**config.mk**
```make
export PLATFORM = sky130hd
export DESIGN_NAME = config_access_arb
export DESIGN_NICKNAME = d
export VERILOG_FILES = /design/src/rtl/cfg_arb_pkg.sv /design/src/rtl/rr_arb3.sv /design/src/rtl/config_access_arb.sv
export SDC_FILE = /design/constraint.sdc
export NUM_CORES = 1
export LEC_CHECK = 0
export CORE_UTILIZATION = 42
export DETAILED_ROUTE_END_ITERATION = 8
export PLACE_DENSITY = 0.77
export SLEW_MARGIN = 20
export SYNTH_ARGS = -nofsm -noshare
export SYNTH_HDL_FRONTEND = slang
export SYNTH_SLANG_ARGS = --single-unit
```
**constraint.sdc**
```tcl
create_clock -name clk -period 4.4 [get_ports clk]
set_input_delay 0.44 -clock clk [delete_from_list [all_inputs] [get_ports clk]]
set_output_delay 0.44 -clock clk [all_outputs]
set_load 0.02 [all_outputs]
```
**src/rtl/cfg_arb_pkg.sv**
```systemverilog
// cfg_arb_pkg: shared FSM states, requester indices, page numbers and lane helper
// for the config memory access arbiter.
package cfg_arb_pkg;

    typedef enum logic [1:0] {IDLE, ISSUE, DONE} state_e;

    localparam logic [1:0] REQ_SPI  = 2'd0;
    localparam logic [1:0] REQ_UART = 2'd1;
    localparam logic [1:0] REQ_PROC = 2'd2;

    localparam logic [7:0] STATUS_PAGE_DEF = 8'd1;
    localparam logic [7:0] PROC_PAGE_DEF   = 8'd4;

    // {found, lane} of the lowest enabled lane at or above start; be[3] is lane 0
    function automatic logic [2:0] next_lane(input logic [3:0] be, input logic [2:0] start);
        next_lane = 3'b000;
        for (int l = 3; l >= 0; l--)
            if (l >= int'(start) && be[3-l]) next_lane = {1'b1, 2'(l)};
    endfunction

endpackage

```
**src/rtl/rr_arb3.sv**
```systemverilog
// rr_arb3: three-way round-robin grant; the pointer remembers the last grantee
// and resets to the processor so the first order is spi, uart, proc.
module rr_arb3
    import cfg_arb_pkg::*;
(
    input  logic       clk,
    input  logic       rst_b,
    input  logic [2:0] req,
    input  logic       take,
    output logic       gnt_vld,
    output logic [1:0] gnt_idx
);

    logic [1:0] last_q, last_d, c1, c2;

    always_comb begin
        c1      = (last_q == 2'd2) ? 2'd0 : last_q + 2'd1;
        c2      = (c1 == 2'd2) ? 2'd0 : c1 + 2'd1;
        gnt_vld = |req;
        gnt_idx = req[c1] ? c1 : req[c2] ? c2 : last_q;
        last_d  = (take && gnt_vld) ? gnt_idx : last_q;
    end

    always_ff @(posedge clk or negedge rst_b)
        if (!rst_b) last_q <= REQ_PROC;
        else        last_q <= last_d;

endmodule

```
**src/rtl/config_access_arb.sv**
```systemverilog
// config_access_arb: serialises spi/uart/proc config accesses onto one byte port.
// Define CFG_ARB_PAGE_CHECK_EN to suppress and count illegal page accesses.
module config_access_arb
    import cfg_arb_pkg::*;
#(
    parameter logic [7:0] STATUS_PAGE = STATUS_PAGE_DEF,
    parameter logic [7:0] PROC_PAGE   = PROC_PAGE_DEF,
    parameter int         ERR_CNT_W   = 8
) (
    input  logic                 clk,
    input  logic                 rst_b,
    input  logic                 spi_req,
    input  logic                 spi_we,
    input  logic [11:0]          spi_adr,
    input  logic [7:0]           spi_wdata,
    output logic                 spi_ack,
    output logic [7:0]           spi_rdata,
    input  logic                 uart_req,
    input  logic                 uart_we,
    input  logic [7:0]           uart_page,
    input  logic [7:0]           uart_offset,
    input  logic [7:0]           uart_wdata,
    input  logic [7:0]           uart_wmsk,
    output logic                 uart_ack,
    output logic [7:0]           uart_rdata,
    input  logic                 proc_req,
    input  logic                 proc_we,
    input  logic [3:0]           proc_be,
    input  logic [13:0]          proc_addr,
    input  logic [31:0]          proc_wdata,
    output logic                 proc_ack,
    output logic [31:0]          proc_rdata,
    output logic                 mem_en,
    output logic                 mem_we,
    output logic [7:0]           mem_page,
    output logic [7:0]           mem_offset,
    output logic [7:0]           mem_wdata,
    output logic [7:0]           mem_wmsk,
    input  logic [7:0]           mem_rdata,
    output logic [ERR_CNT_W-1:0] access_err
);

`ifdef CFG_ARB_PAGE_CHECK_EN
    localparam bit PAGE_CHECK = 1'b1;
`else
    localparam bit PAGE_CHECK = 1'b0;
`endif

    state_e                 state_q, state_d;
    logic [1:0]             gnt_q, gnt_d, lane_q, lane_d, gnt_idx;
    logic                   we_q, we_d, sup_q, sup_d, gnt_vld, take, done, rd_ok;
    logic [7:0]             page_q, page_d, off_q, off_d, wmsk_q, wmsk_d;
    logic [31:0]            wdata_q, wdata_d;
    logic [3:0]             be_q, be_d;
    logic [23:0]            rd_q, rd_d;
    logic [ERR_CNT_W-1:0]   err_q, err_d;
    logic                   c_we, c_sup;
    logic [7:0]             c_page, c_off, c_wmsk;
    logic [31:0]            c_wdata;
    logic [3:0]             c_be;
    logic [2:0]             c_first, nl;

    rr_arb3 u_rr (
        .clk     (clk),
        .rst_b   (rst_b),
        .req     ({proc_req, uart_req, spi_req}),
        .take    (take),
        .gnt_vld (gnt_vld),
        .gnt_idx (gnt_idx)
    );

    // Normalise the winning request; byte requesters ride on lane 0 only
    always_comb begin
        c_we    = spi_we;
        c_page  = {4'h0, spi_adr[11:8]};
        c_off   = spi_adr[7:0];
        c_wdata = {spi_wdata, 24'h0};
        c_wmsk  = 8'hFF;
        c_be    = 4'b1000;
        if (gnt_idx == REQ_UART) begin
            c_we    = uart_we;
            c_page  = uart_page;
            c_off   = uart_offset;
            c_wdata = {uart_wdata, 24'h0};
            c_wmsk  = uart_wmsk;
        end else if (gnt_idx == REQ_PROC) begin
            c_we    = proc_we;
            c_page  = proc_addr[13:6];
            c_off   = {proc_addr[5:0], 2'b00};
            c_wdata = proc_wdata;
            c_be    = proc_we ? proc_be : 4'hF;
        end
        c_sup   = PAGE_CHECK && !(c_page == 8'd0 || c_page == PROC_PAGE ||
                                  (c_page == STATUS_PAGE && !c_we));
        c_first = next_lane(c_be, 3'd0);
    end

    always_ff @(posedge clk or negedge rst_b)
        if (!rst_b) state_q <= IDLE;
        else        state_q <= state_d;

    always_comb begin
        state_d = state_q;
        take    = 1'b0;
        nl      = next_lane(be_q, {1'b0, lane_q} + 3'd1);
        if (state_q == IDLE && gnt_vld) begin
            take    = 1'b1;
            state_d = c_first[2] ? ISSUE : DONE;
        end else if (state_q == ISSUE) begin
            state_d = nl[2] ? ISSUE : DONE;
        end else if (state_q == DONE) begin
            state_d = IDLE;
        end
    end

    // Read bytes arrive one cycle after their issue; lanes 0..2 are shifted in
    // while later lanes are still issuing, lane 3 is taken live in DONE
    always_comb begin
        gnt_d   = take ? gnt_idx : gnt_q;
        we_d    = take ? c_we : we_q;
        page_d  = take ? c_page : page_q;
        off_d   = take ? c_off : off_q;
        wdata_d = take ? c_wdata : wdata_q;
        wmsk_d  = take ? c_wmsk : wmsk_q;
        be_d    = take ? c_be : be_q;
        sup_d   = take ? c_sup : sup_q;
        lane_d  = take ? c_first[1:0] : (state_q == ISSUE && nl[2]) ? nl[1:0] : lane_q;
        rd_d    = (state_q == ISSUE && !we_q && lane_q != 2'd0) ? {rd_q[15:0], mem_rdata} : rd_q;
        err_d   = (take && c_sup && !(&err_q)) ? err_q + ERR_CNT_W'(1) : err_q;
    end

    always_ff @(posedge clk or negedge rst_b)
        if (!rst_b) begin
            gnt_q   <= REQ_SPI;
            we_q    <= 1'b0;
            page_q  <= 8'h0;
            off_q   <= 8'h0;
            wdata_q <= 32'h0;
            wmsk_q  <= 8'h0;
            be_q    <= 4'h0;
            sup_q   <= 1'b0;
            lane_q  <= 2'd0;
            rd_q    <= 24'h0;
            err_q   <= '0;
        end else begin
            gnt_q   <= gnt_d;
            we_q    <= we_d;
            page_q  <= page_d;
            off_q   <= off_d;
            wdata_q <= wdata_d;
            wmsk_q  <= wmsk_d;
            be_q    <= be_d;
            sup_q   <= sup_d;
            lane_q  <= lane_d;
            rd_q    <= rd_d;
            err_q   <= err_d;
        end

    always_comb begin
        mem_en     = (state_q == ISSUE) && !sup_q;
        mem_we     = mem_en && we_q;
        mem_page   = mem_en ? page_q : 8'h0;
        mem_offset = mem_en ? (off_q | {6'h0, lane_q}) : 8'h0;
        mem_wdata  = mem_en ? 8'(wdata_q >> {~lane_q, 3'b000}) : 8'h0;
        mem_wmsk   = mem_en ? wmsk_q : 8'h0;
        done       = (state_q == DONE);
        spi_ack    = done && gnt_q == REQ_SPI;
        uart_ack   = done && gnt_q == REQ_UART;
        proc_ack   = done && gnt_q == REQ_PROC;
        rd_ok      = done && !we_q && !sup_q;
        spi_rdata  = (spi_ack && rd_ok) ? mem_rdata : 8'h0;
        uart_rdata = (uart_ack && rd_ok) ? mem_rdata : 8'h0;
        proc_rdata = (proc_ack && rd_ok) ? {rd_q, mem_rdata} : 32'h0;
        access_err = err_q;
    end

endmodule

```
Run 1, the clock network:
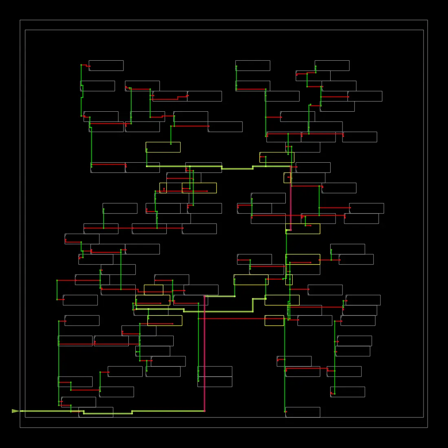
Clock group: 0.697 mW
clock buffer count: 11

Run 1, clock wires, drivers and flops:
Bar = 20 um.
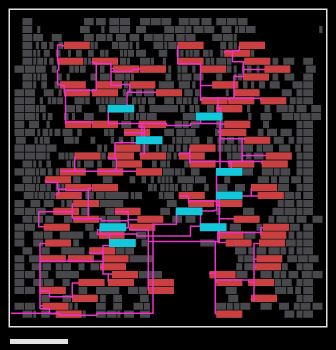
Key: red = flip-flops [count 91]; magenta = clock wires [length 1010 um]; cyan = clock drivers [count 9]
There are 10 routed clock nets.

Run 1, placed cells, one color a class:
Fill, decap, tap and diode cells in gray.
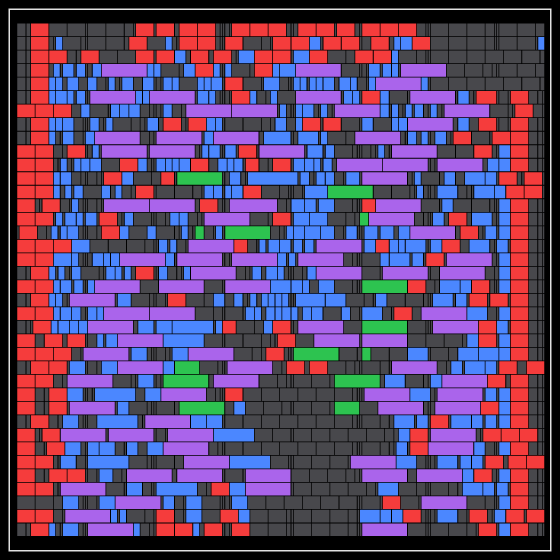
Key: blue = combinational and other logic [cells 365]; green = clock drivers and dummy loads [cells 14]; red = remaining buffers and delay cells [cells 208]; purple = sequential cells [cells 91]
row count: 38
design area: 7140 um^2
core region area: 11000 um^2
flop share of the area: 31.9%

==> flow_summary.yaml, run 1 <==
# generated from flow reports
run_status:
  status: "finished clean"
setup_path:
  worst-path-buf-inv: 1
  worst-setup-path-type: "reg -> out"
  path_max_fanout: 8
  endpoint: "spi_rdata[4]"
  r2r_slack_ns: 1.86
  cp_num_cells: 4
  cp.required_ns: 3.96
  critPathArrivalTime_ns: 2.63
  path_delay_family: "simple AND/OR/NAND/NOR gates"
  crit_start: "state_q[0]$_DFFE_PN0P_"
  worst_r2r_endpoint: "rd_q[0]$_DFFE_PN0P_"
  worstRegToRegCells: 4
  timing.rr.start: "state_q[0]$_DFFE_PN0P_"
logic_synthesis:
  yosysWarnings: 0
  ys_area_um2: 4780
  synth-main-ff-cell: "dfrtp_1"
  synthAdderAreaFrac_pct: 0
  aoi_share_pct: 14.6
  yosysMostFrequentCell: "dfrtp_1"
  netlist-cell-type-count: 39
  edf_count: 0
  yosysCellCount: 492
  synthesis.instances: 492
  synth.top_cells.by_count: "dfrtp_1, and2_1, nand2_1, o21ai_0, nor2_1"
  ys_ff: 91
  simple_gate_share_pct: 23.1
  top_cells_by_area: "dfrtp_1, and2_1, mux2_2"
  syn_area_um2: 4780
  synth.largest_area_cell: "dfrtp_1"
  mux_share_pct: 9.83
  async_flop_share_pct: 100
  postSynthSeqShare_pct: 47.6
detailed_routing:
  top_layer: "met4"
  dr_wl_met2_um: 6250
  routed_wl_um: 13000
  met3_length_um: 1070
  met1_length_um: 5500
  vias_per_cell: 5.16
  drt_drc_violations_left: 0
  drt_iter0_markers: 154
  drtAntennaViolNets: 0
finish:
  largest_reg_flops: 32
  synthToLayoutAreaGrowth_pct: 49.3
  logic_gate_count: 360
  inverters_excl_clock: 5
  nets: 793
  comb_share_pct: 32.7
  diodes: 0
  drive_gt1_share_pct: 9.59
  top_register: "wdata_q"
  final_cell_mix: "clkdlybuf4s50_1, dfrtp_1, and2_1"
  buffer_area_share_pct: 29.0
  layout_top_cell: "clkdlybuf4s50_1"
  final_util_pct: 65.0
  fillCellCount: 915
run:
  tool_warnings: 26
power_and_ir_drop:
  seq_power_share_pct: 36.0
  power.density_nw_per_um2: 601
  pwr-share-comb_pct: 47.7
  sequentialPower_mw: 1.55
  swShare_pct: 38.0
  power.leakage_nw: 2.99
  power_switching_mw: 1.63
  irDropWorstVdd_mv: 0.270
  powerComb_mw: 2.05
timing:
  finalWorstPathRequiredPeriod_ns: 3.07
  max_freq_ghz: 0.325
  finClkSkew_ns: 0.00682
  whs_ns: 0.160
  hold_viol_final: 0
  fin_tns_setup_ns: 0
  final_max_slew_viol_count: 0
  max_slew_margin_pct: 27.5
  finalCritPeriodShare_pct: 69.9
grt:
  grt_use_met1_pct: 30.0
  grt_pass1_wl_um: 20500
  grt_pass1_vias: 3974
  met3_usage_pct: 6.22
  antenna_found_initial: 0
  grt_remaining_overflow: 0
clock_network:
  cts_hold_buf: 0
  path_clk_slew_ns: 0.06
  root_buffer: "clkbuf_16"
  clk_path_buf_depth: 2
  post-cts-setup-buffer-count: 0
  cts_tree: "done"
  cts_buffers: 9
  cts_resized: 0
floorplanning:
  die_h_um: 109
  die_area_um2: 11800
  num_io_pins: 211
placed_design:
  io_buffers: 202
  placed_cells: 804
  dp_slack_ns: 1.58
  dpl.hpwl_um: 9660
  placed_cell_area_um2: 6870
## Run 2: what changed since run 1
==> constraint.sdc (replaced) <==
create_clock -name clk -period 3.1 [get_ports clk]
set_input_delay 0.31 -clock clk [delete_from_list [all_inputs] [get_ports clk]]
set_output_delay 0.31 -clock clk [all_outputs]
set_load 0.02 [all_outputs]
Run 2, register map, names as in the netlist:
Bar = 20 um. Other sequential cells in the stronger gray, the rest of the logic in the fainter gray.
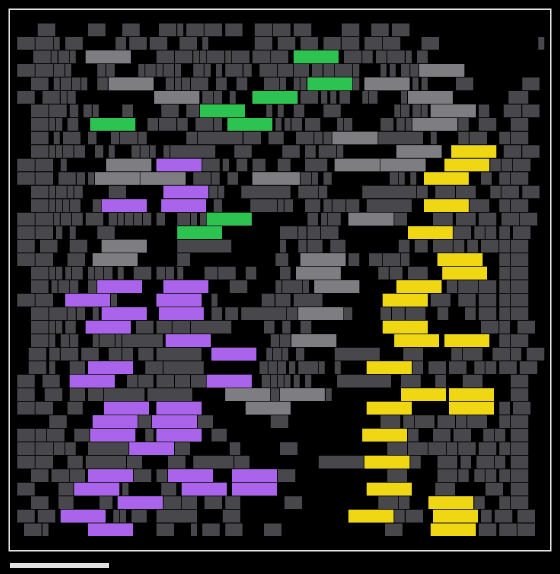
Key: green = page_q [sequential cells 8, where north]; purple = wdata_q [sequential cells 32]; yellow = rd_q [sequential cells 24]
Another 27 sequential cells are not colored.
final core utilization: 66.1%
flop share of the area: 31.4%
seq pwr: 2.20 mW
flip-flop and latch area: 2280 um^2

Run 2, placed cells, one color a class:
Fill, decap, tap and diode cells in gray.
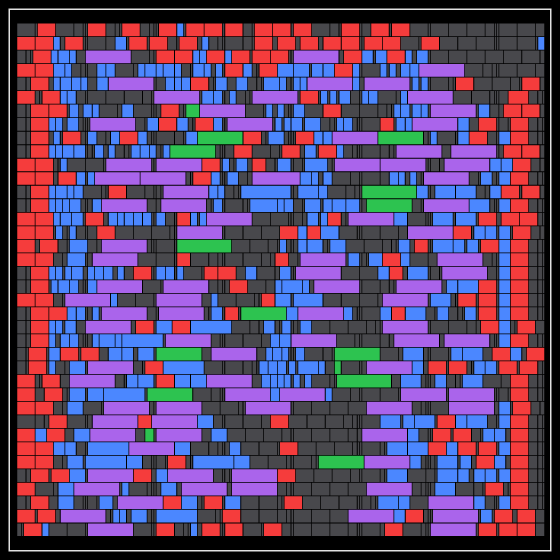
Key: blue = combinational and other logic [cells 365]; green = clock drivers and dummy loads [cells 15]; red = remaining buffers and delay cells [cells 216]; purple = sequential cells [cells 91]

==> run 2 against run 1 <==
Against the previous run:
- flip-flop count unchanged
- routed wire length is 0.12% lower
- sequential share of layout area fell by 0.52 points
- largest power group unchanged
- combinational power is 43% higher
- largest cell class unchanged
- the flow now finishes with violations (hold timing)
- core utilization up 1.1 points
- critical path depth up 1
- clock-buffer cell count is 1 lower
==> flow_summary.yaml, run 2 <==
# generated from flow reports
grt:
  grt_use_met1_pct: 26.8
  grt_use_total_pct: 22.4
  met3_usage_pct: 6.16
  grt_pass1_wl_um: 20200
  antenna_found_initial: 0
  grt_remaining_overflow: 0
  grt_pass1_vias: 4128
detailed_routing:
  met3_length_um: 1120
  drt_drc_violations_left: 0
  drtAntennaViolNets: 0
  dr_wl_met2_um: 6340
  met1_length_um: 5210
  top_layer: "met4"
  vias_per_cell: 5.22
  routed_wl_um: 13000
  drt_iter0_markers: 160
setup_path:
  crit_start: "state_q[0]$_DFFE_PN0P_"
  cp.required_ns: 2.79
  cp_num_cells: 5
  timing.rr.start: "state_q[0]$_DFFE_PN0P_"
  path_delay_family: "simple AND/OR/NAND/NOR gates"
  endpoint: "uart_rdata[4]"
  worst-path-buf-inv: 1
  critPathArrivalTime_ns: 2.52
  path_max_fanout: 8
  endpoint_kind: "primary output"
  worstRegToRegCells: 5
  r2r_slack_ns: 0.99
  worst-setup-path-type: "reg -> out"
  worst_r2r_endpoint: "rd_q[2]$_DFFE_PN0P_"
power_and_ir_drop:
  power.leakage_nw: 3.06
  swShare_pct: 36.5
  powerComb_mw: 2.93
  power_switching_mw: 2.31
  p_clk_share_pct: 19.2
  power.density_nw_per_um2: 873
  pwr-share-comb_pct: 46.2
  p_clk_mw: 1.21
  irDropWorstVdd_mv: 0.435
  seq_power_share_pct: 34.6
timing:
  max_slew_margin_pct: 50.8
  finalCritPeriodShare_pct: 91.4
  final_max_slew_viol_count: 0
  whs_ns: -0.00369
  fin_tns_setup_ns: 0
  finalWorstPathRequiredPeriod_ns: 2.83
  hold_viol_final: 2
  finClkSkew_ns: 0.00758
  max_freq_ghz: 0.353
finish:
  top_register: "wdata_q"
  inverters_excl_clock: 5
  design_area_um2: 7260
  buffers: 216
  logic_gate_count: 360
  final_cell_mix: "clkdlybuf4s50_1, dfrtp_1, and2_1"
  diodes: 0
  fillCellCount: 888
  comb_area_um2: 2330
  nClkBuffers: 10
  buffer_area_share_pct: 29.3
  comb_share_pct: 32.1
  nets: 801
  drive_gt1_share_pct: 10.6
  synthToLayoutAreaGrowth_pct: 51.8
  layout_top_cell: "clkdlybuf4s50_1"
  largest_reg_flops: 32
clock_network:
  post-cts-setup-buffer-count: 0
  root_buffer: "clkbuf_16"
  cts_tree: "done"
  cts_buffers: 9
  path_clk_slew_ns: 0.06
  clk_path_buf_depth: 2
  cts_hold_buf: 0
  cts_resized: 0
logic_synthesis:
  netlist-cell-type-count: 39
  edf_count: 0
  yosysWarnings: 0
  simple_gate_share_pct: 23.1
  synthesis.instances: 492
  ys_area_um2: 4780
  ys_ff: 91
  postSynthSeqShare_pct: 47.6
  synthAdderAreaFrac_pct: 0
  mux_share_pct: 9.83
  syn_area_um2: 4780
  async_flop_share_pct: 100
  top_cells_by_area: "dfrtp_1, and2_1, mux2_2"
  yosysMostFrequentCell: "dfrtp_1"
  synth.top_cells.by_count: "dfrtp_1, and2_1, nand2_1, o21ai_0, nor2_1"
  yosysCellCount: 492
  synth-main-ff-cell: "dfrtp_1"
  synth.largest_area_cell: "dfrtp_1"
  aoi_share_pct: 14.6
run_status:
  status: "finished with violations"
  failed_checks: "hold timing"
run:
  tool_warnings: 26
placed_design:
  dpl.hpwl_um: 9870
  dp_slack_ns: 0.610
  placed_cell_area_um2: 6930
  placed_cells: 812
  io_buffers: 202
floorplanning:
  die_area_um2: 11800
  num_io_pins: 211
  row_count: 38
  die_h_um: 109
  core_um2: 11000
hold_path:
  min_path_type: "in -> async"
Power figures rest on the tool's default switching activity, not on a simulated workload.
